### config.mk
export PLATFORM = sky130hd
export DESIGN_NAME = universal_shift_reg
export DESIGN_NICKNAME = d
export VERILOG_FILES = /design/src/rtl/shift_reg_pkg.sv /design/src/rtl/dff_en_cell.sv /design/src/rtl/universal_shift_reg.sv
export SDC_FILE = /design/constraint.sdc
export NUM_CORES = 1
export LEC_CHECK = 0
export CORE_MARGIN = 3
export CORE_UTILIZATION = 34
export CTS_BUF_LIST = sky130_fd_sc_hd__clkbuf_4 sky130_fd_sc_hd__clkbuf_8 sky130_fd_sc_hd__clkbuf_16
export DETAILED_ROUTE_END_ITERATION = 8
export DONT_BUFFER_PORTS = 1
export PLACE_DENSITY = 0.58
export SLEW_MARGIN = 10
export SYNTH_ARGS = -nofsm -noshare
export SYNTH_HDL_FRONTEND = slang
export SYNTH_SLANG_ARGS = --single-unit
### constraint.sdc
create_clock -name clock -period 1.9 [get_ports clock]
set_clock_uncertainty 0.2 [all_clocks]
set_input_delay 0.475 -clock clock [delete_from_list [all_inputs] [get_ports clock]]
set_output_delay 0.475 -clock clock [all_outputs]
set_load 0.005 [all_outputs]
### src/rtl/shift_reg_pkg.sv
// rtl/shift_reg_pkg.sv - shared mode encoding and counter sizing for universal_shift_reg
package shift_reg_pkg;

   localparam logic [1:0] MODE_HOLD = 2'b00;
   localparam logic [1:0] MODE_SHR  = 2'b01;
   localparam logic [1:0] MODE_SHL  = 2'b10;
   localparam logic [1:0] MODE_LOAD = 2'b11;

   // Bits needed to count 0..w inclusive, so the counter can hold the saturated value w
   function automatic int cnt_width(input int w);
      return $clog2(w + 1);
   endfunction

endpackage

### src/rtl/dff_en_cell.sv
// rtl/dff_en_cell.sv - single-bit enabled D flip-flop with synchronous active-low reset
module dff_en_cell #(
   parameter logic RESET_BIT = 1'b0
) (
   input  logic clock,
   input  logic reset_n,
   input  logic en_i,
   input  logic d_i,
   output logic q_o
);

   logic q_q;

   // Reset wins over enable; otherwise capture d only when enabled
   always_ff @(posedge clock) begin
      if (!reset_n) begin
         q_q <= RESET_BIT;
      end else if (en_i) begin
         q_q <= d_i;
      end
   end

   assign q_o = q_q;

endmodule

### src/rtl/universal_shift_reg.sv
// rtl/universal_shift_reg.sv - WIDTH-bit load/shift/rotate register with shift counter
module universal_shift_reg
   import shift_reg_pkg::*;
#(
   parameter int               WIDTH       = 8,
   parameter logic [WIDTH-1:0] RESET_VALUE = '0,
   parameter bit               ROTATE      = 1'b0
) (
   input  logic                        clock,
   input  logic                        reset_n,
   input  logic                        enable,
   input  logic [1:0]                  mode,
   input  logic [WIDTH-1:0]            d,
   input  logic                        sin_msb,
   input  logic                        sin_lsb,
   output logic [WIDTH-1:0]            q,
   output logic                        sout_lsb,
   output logic                        sout_msb,
   output logic [cnt_width(WIDTH)-1:0] shift_cnt,
   output logic                        drained,
   output logic                        done
);

   localparam int            CW      = cnt_width(WIDTH);
   localparam logic [CW-1:0] CNT_MAX = CW'(WIDTH);
   localparam logic [CW-1:0] CNT_PRE = CW'(WIDTH - 1);

   logic [WIDTH-1:0] q_d;
   logic [CW-1:0]    cnt_q, cnt_d;
   logic             done_q, done_d;
   logic             in_right, in_left;

   // In rotate mode the bit falling off one end re-enters at the other end
   assign in_right = ROTATE ? q[0]       : sin_msb;
   assign in_left  = ROTATE ? q[WIDTH-1] : sin_lsb;

   // Next-state selection for data, counter and done pulse
   always_comb begin
      q_d    = q;
      cnt_d  = cnt_q;
      done_d = 1'b0;
      if (enable) begin
         case (mode)
            MODE_SHR, MODE_SHL: begin
               q_d = (mode == MODE_SHR) ? {in_right, q[WIDTH-1:1]}
                                        : {q[WIDTH-2:0], in_left};
               if (cnt_q != CNT_MAX) begin
                  cnt_d = cnt_q + 1'b1;
               end
               done_d = (cnt_q == CNT_PRE);
            end
            MODE_LOAD: begin
               q_d   = d;
               cnt_d = '0;
            end
            default: begin
            end
         endcase
      end
   end

   // One storage cell per bit; holding is handled by the next-state mux
   for (genvar g = 0; g < WIDTH; g++) begin : g_cell
      dff_en_cell #(
         .RESET_BIT (RESET_VALUE[g])
      ) u_cell (
         .clock   (clock),
         .reset_n (reset_n),
         .en_i    (enable),
         .d_i     (q_d[g]),
         .q_o     (q[g])
      );
   end

   // Counter starts saturated after reset so a reset register reads as drained
   always_ff @(posedge clock) begin
      if (!reset_n) begin
         cnt_q  <= CNT_MAX;
         done_q <= 1'b0;
      end else begin
         cnt_q  <= cnt_d;
         done_q <= done_d;
      end
   end

   assign shift_cnt = cnt_q;
   assign done      = done_q;
   assign drained   = (cnt_q == CNT_MAX);
   assign sout_lsb  = q[0];
   assign sout_msb  = q[WIDTH-1];

endmodule

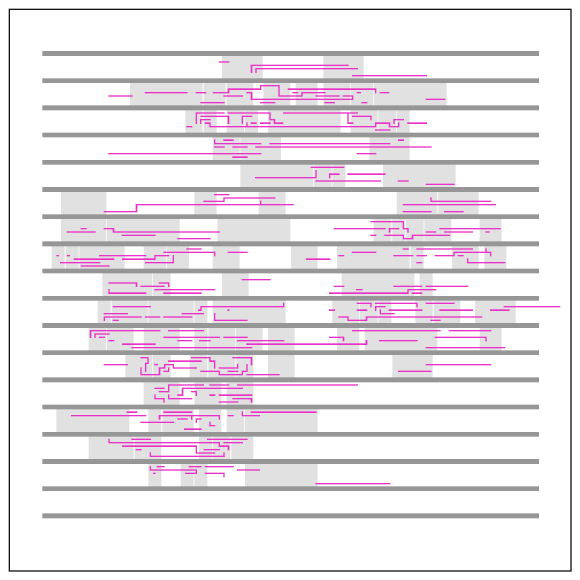
(images/layer_met1.png)
Scale: 10 px per µm. Supply wires on this layer in gray. Cells faint in the background.
The wires run mostly horizontal. The longest straight run is 17.5 µm. The layer carries 761 µm of wire. The layer holds 41% of the routed length.

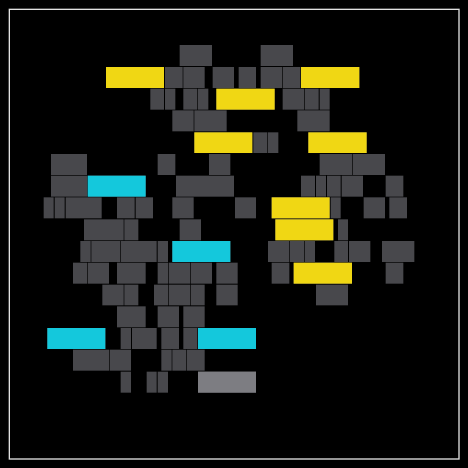
(images/flops_by_reg.png)
Scale: 8 px per µm.
Key: yellow = g_cell.u_cell.q_o [placed flops 8]; cyan = shift_cnt [placed flops 4]

-- metrics by stage --
step	hold WS, ps	instances	total power, W	TNS (ps)
after floorplan	257	101	0.000374	0
after global placement	293	124	0.000392	0
after detailed placement	307	124	0.000394	-49.4
after CTS	56.1	128	0.000587	0
after global routing	52.2	128	0.000612	0
final	67.8	128	0.000574	0
-- logic make-up after synthesis --
| group | Yosys count |
|---|---|
| simple gates | 29 |
| compound gates | 25 |
| buf+inv | 21 |
| flops | 13 |
| mux | 8 |
| fa+ha+maj | 5 |
-- final cells by class --
cell class / count / area [µm²]
multi-input combinational: 67 / 479
sequential: 13 / 260
fill: 230 / 1390
timing repair buffer: 9 / 80.1
inverter: 7 / 26.3
clock buffer: 4 / 30.0
tap: 28 / 35.0
-- critical path, stage by stage, from the launching register on --
cell and delay [ps]:
dfxtp_1 340, inv_1 50, ha_1 200, and3b_2 230
-- power breakdown --
part / total [W] / switching (W) / internal, W
Combinational: 0.0000923 / 0.0000451 / 0.0000471
Clock: 0.000188 / 0.0000921 / 0.0000956
Sequential: 0.000294 / 0.0000122 / 0.000282
Total: 0.000574 / 0.000149 / 0.000425
-- sequential cells by signal, summed over array words and instances, names as in the netlist --
signal	cells
shift_cnt	4
done	1
g_cell.u_cell.q_o	8
-- layer usage --
metal	vias to the layer above	GRT usage, %
met5	-	0
met4	0	6.44
met3	2	6.03
met2	29	19.0
met1	306	14.7
li1	343	-
-- how the worst max path moves through the flow --
stage / startpoint / to / slack, ps
2_1_floorplan: mode[0] / shift_cnt[1] / 20
3_3_place_gp: mode[0] / shift_cnt[1] / 0.03
3_5_place_dp: mode[1] / shift_cnt[1] / -50
4_1_cts: shift_cnt[0] / drained / 130
5_1_grt: shift_cnt[0] / drained / 80
6_report: shift_cnt[0] / drained / 140
==> flow_metrics.py <==
# Auto-generated metrics
metrics = {
    "run_status": {
        "outcome": "complete, no violations",
    },
    "synth": {
        "edf_count": 0,
        "fa_ha_area_share_pct": 7.35,
        "ys_warn_count": 0,
        "avgSynthCellArea_um2": 8.42,
        "postSynthCellCount": 101,
        "syn_nets": 121,
        "ys_ff": 13,
        "yosys-mux-area-fraction_pct": 10.6,
        "ys_seq_share_pct": 30.6,
        "compound_area_share_pct": 18.5,
        "synth.distinct_cells": 26,
        "ys_sh_simple_pct": 19.9,
        "synthFlopType": "dfxtp_1",
        "netlist_area_um2": 851,
        "netlist.area_leader.share_pct": 30.6,
        "ys_cells": 101,
        "ys_sh_xor_pct": 0,
        "yosysMostFrequentCell": "dfxtp_1",
        "logic_family": "simple AND/OR/NAND/NOR gates",
        "top_cells_by_area": "dfxtp_1, mux2_2, ha_1",
        "yosys_area_um2": 851,
        "synth-async-reset-ratio_pct": 0,
        "common_cells": "dfxtp_1, a21oi_1, nand2_1",
        "largest_area_cell": "dfxtp_1",
    },
    "grt": {
        "gr-usage-all-layers_pct": 12.6,
        "grt_max_degree": 12,
        "antenna_found_initial": 0,
        "grt_overflow": 0,
        "grt_first_pass_wirelength_um": 3120,
        "grt_pass1_vias": 665,
    },
    "clock_tree": {
        "numCtsBuffers": 3,
        "cts_tree": "built",
        "ctsResizeCount": 0,
        "htreeDepth": 1,
        "post_cts_buffers": 0,
        "clockBufferDepth": 2,
        "hold_buffers": 0,
        "cts_sinks": 13,
        "worstSkewPairLatency_ps": 270,
        "clk_pin_slew_ps": 80,
        "cts-root-buf": "clkbuf_4",
    },
    "routing": {
        "vias": 680,
        "detail-route-antenna-nets": 0,
        "wire_per_inst_um": 14.5,
        "drt_iter0_markers": 15,
        "wl_met3_um": 188,
        "route.met2.wl_um": 890,
        "routed_wl_um": 1860,
        "top_layer_used": "met4",
        "viasPerCell": 5.31,
        "drcViolationCount": 0,
        "dr.pass1.iters": 4,
        "wl_met1_um": 761,
    },
    "cells_and_area": {
        "final_cell_area_um2": 911,
        "layout_top_cell": "dfxtp_1",
        "n_antenna_cell": 0,
        "most-common-layout-cells": "dfxtp_1, nand2_1, a21oi_1, nand2b_1",
        "area_growth_syn_to_layout_pct": 7.06,
        "nets": 121,
        "layout-drive-gt1-share_pct": 23.0,
        "fin_util_pct": 39.7,
    },
    "power_and_ir_drop": {
        "p_leak_nw": 0.336,
        "powerDensity_nw_per_um2": 630,
        "max-vdd-ir-drop_v": 0.000277,
    },
    "critical_path": {
        "ff2ff_setup_slack_ps": 210,
        "criticalPathCategory": "flop to output port",
        "r2r-start": "shift_cnt[0]",
        "r2r_cells": 5,
        "cp_max_fo": 3,
        "cp-end-kind": "output port",
        "worstPathArrival_ps": 1080,
        "start_kind": "flop",
        "reg2reg_to": "shift_cnt[0]",
        "cp_data_required_time_ps": 1220,
    },
    "place": {
        "io_buffers": 0,
        "hpwlAfterDp_um": 1400,
        "gp_congestion": 0.800,
        "place_ws_ps": -49.4,
        "dpl_cell_area_um2": 881,
    },
    "floorplanning": {
        "initCoreUtil_pct": 37.0,
        "core_area_um2": 2300,
        "core.rowCount": 17,
        "fp.dieW_um": 56.0,
        "die-area_um2": 3140,
        "io_pins": 31,
        "die_h_um": 56.0,
    },
    "min_path": {
        "holdPathEnd": "shift_cnt[3]",
        "holdPathStages": 1,
        "hold_class": "input port to flop",
        "min_from": "reset_n",
    },
    "final_timing": {
        "slew_viol_final": 0,
        "min_period_over_period_pct": 92.5,
        "tightest_slew_ps": 362,
        "slew_headroom_pct": 75.8,
        "hold_viol_final": 0,
        "clock.fmax_mhz": 569,
        "setup_ws_ps": 142,
        "rsz0062_at_grt": "no",
        "finalSetupViolations": 0,
        "layout_min_cycle_time_ps": 1760,
    },
    "run": {
        "maxCapViolations": 0,
        "tool_warnings": 29,
    },
}
No activity file was given, so power comes from the tool's default toggle rates.
